Fig. 1: run 1, cells coloured by class
(2 px per um)
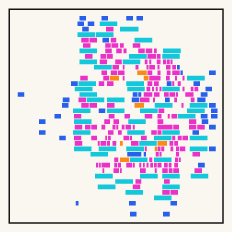
Fig. 2: run 1, I/O pins on the die edge
(4 px per um) Pins as bars across the die edge, other pins in grey.
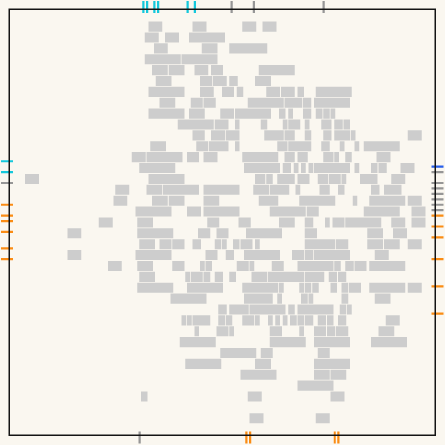
Fig. 3: run 1, clock routing
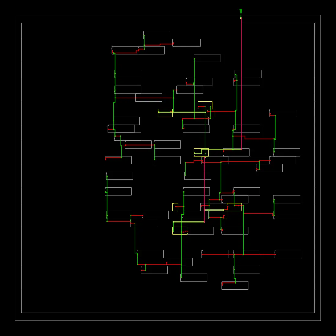
Design uart_tx_core, sky130hd; sources not shown.
==> flow_summary.ini, run 1 <==
; generated from flow reports
[clock_network]
clkTransAtPathRegs_ps = 110
cts_resized = 0
cts_tree = built
cts.sinks = 52

[setup_path]
cp_cell_sequence = xnor2_1 -> nand4_1 -> nor4_4 -> o21ai_2 -> a21oi_1 -> dlymetal6s2s_1
cp_max_fo = 4
reg2regPathDepth = 8
critical_path.max_stage_delay_ps = 420

[power_and_ir_drop]
powerComb_uw = 844
netSwitchingPower_uw = 774
finalPower_uw = 2270
internal-power_uw = 1490

[sta]
relSlewSlack_pct = 67.6
maxSlewViolCount = 0
layout_min_cycle_time_ps = 2710

[route]
post_drt_wl_per_cell_um = 12.8
firstDrtPassIters = 4
top_layer = met4
ant_nets = 0
drc = 0
via_per_inst = 4.44
wl_met1_um = 2440
wl_met3_um = 382
wl_um = 5270

[synth]
synth_area_leader_cell = dfrtp_1
yosysUniqueCellTypes = 40
synth_stat.cells = 228
synth-seq-cells = 52
syn_area_per_cell_sq_um = 11.4
syn_nets = 263
ys_warn_count = 0
synth-area-yosys_sq_um = 2610

[final_layout]
nFillCells = 1042
nNonClkInverters = 12
layout.nets = 308
clock_cell_area_share_pct = 2.62
flop_area_sq_um = 1300
comb-cell-share_pct = 37.5
layout-drive-gt1-share_pct = 14.6

[placed_design]
placed_cell_area_sq_um = 3150
hpwlAfterDp_um = 3990

[flow_run]
cap_violations = 0

[global_route]
grt_use_total_pct = 9.98
antenna_found_initial = 0

[status]
outcome = completed

[floorplanning]
chipArea_sq_um = 11300
About Fig. 1:
Key: cyan = flops [cells 52, share of their area 42%]; blue = other buffers and delay cells [cells 45, share of their area 14%]; orange = clock drivers and dummy loads [cells 8, share of their area 2.8%]; magenta = combinational and other logic [cells 169, share of their area 41%]
final instance area: 3250 sq um
cell row count: 37
post-layout util: 31.8%

About Fig. 2:
Key: blue = o_done [pins 1, direction output, edge right]; orange = i_baud_div [pins 16, direction input, edge 6 left, 6 right, 4 bottom]; cyan = i_fifo_data [pins 8, direction input, edge 6 top, 2 left]
Die X-Extent: 106 um
PortBufs: 36
Die H: 106 um

About Fig. 3:
num sequential: 52
clk_lat worst skew: 310 ps

==> run 1 -> run 2 <==
==> constraint.sdc (replaced) <==
create_clock -name i_clk -period 2.2 [get_ports i_clk]
set_clock_uncertainty 0.05 [all_clocks]
set_input_delay 0.44 -clock i_clk [delete_from_list [all_inputs] [get_ports i_clk]]
set_output_delay 0.44 -clock i_clk [all_outputs]
set_load 0.02 [all_outputs]
Fig. 4: run 2, metal layers overlaid
(2 px per um)
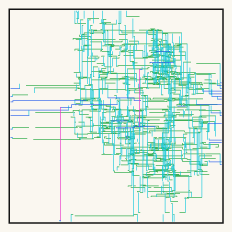
Key: green = metal 1 [wire length 2,820 um]; magenta = metal 4 [wire length 85.0 um]; cyan = metal 2 [wire length 2,730 um]; blue = metal 3 [wire length 252 um]
total number of vias: 1,903
WL final: 5880 um
GRT Overall Usage: 10.9%
detailed-route wire length per cell: 13.8 um

Fig. 5: run 2, cells coloured by class
(2 px per um)
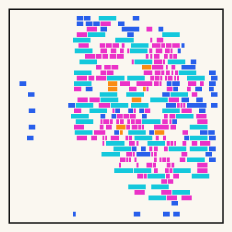
Key: magenta = combinational and other logic [cells 169, share of their area 41%]; blue = other buffers and delay cells [cells 62, share of their area 18%]; orange = clock drivers and dummy loads [cells 8, share of their area 2.7%]; cyan = flops [cells 52, share of their area 38%]
Seq/total area: 36.5%
final instance area: 3590 sq um
post-layout util: 35.0%

Fig. 6: run 2, clock routing
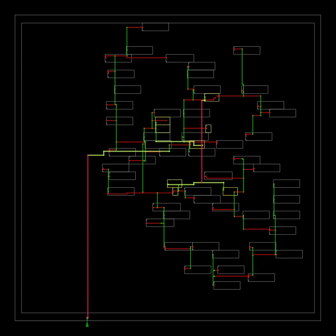
Sink Count: 52
Clock Power: 569 uW
clk_buf instances: 6
CTS buffer count: 5
clk_lat worst skew: 300 ps

==> flow_summary.ini, run 2 <==
; generated from flow reports
[sta]
relSlewSlack_pct = 63.7
layout_min_cycle_time_ps = 2370
fin_tns_setup_ps = -3500
setup_viol = 29
fin_ws_ps = -175
fmaxAchievable_ghz = 0.421

[route]
drc = 0
ant_nets = 0
wl_met1_um = 2820
via_per_inst = 4.46
wl_met3_um = 252
top_layer = met4
firstDrtPassIters = 4

[clock_network]
clkTransAtPathRegs_ps = 100
cts_root_buffer = clkbuf_8
cts_resized = 39

[global_route]
grt_pass1_wl_um = 9760
use_met3_pct = 2.58
antenna_found_initial = 0

[final_layout]
flop_area_sq_um = 1310
nNonClkInverters = 12
area_dominant_class = logic gates
comb-cell-share_pct = 37.5
clock_cell_area_share_pct = 2.58
flop-count = 52
nFillCells = 1012
layout-drive-gt1-share_pct = 27.1
layout.nets = 325
finalNonFillerCells = 427

[synth]
logic_family = multiplexers
synth_stat.cells = 228
synth-seq-cells = 52
ys_warn_count = 0
syn_nets = 263
synth.cellmix.compoundShare_pct = 6.19
synth_area_leader_cell = dfrtp_1

[power_and_ir_drop]
finalPower_uw = 3640
clkPwrFrac_pct = 15.6
internal-power_uw = 2440
powerComb_uw = 1510

[setup_path]
critical_path.max_stage_delay_ps = 430
cp_max_fo = 4
required_ps = 2350
cp_cell_sequence = xnor2_1 -> nand4_1 -> nor4_4 -> o21ai_2 -> a211oi_2 -> buf_6 -> clkbuf_16 -> mux2_4
reg2regPathDepth = 8

[status]
violations = setup timing
outcome = finished, violations left

[floorplanning]
fp.dieW_um = 106
num_rows = 37
chipArea_sq_um = 11300
die_h_um = 106

[flow_run]
cap_violations = 0

[placed_design]
hpwlAfterDp_um = 4000
placed_cell_area_sq_um = 3150
port_buffers = 36
Power figures rest on the tool's default switching activity, not on a simulated workload.
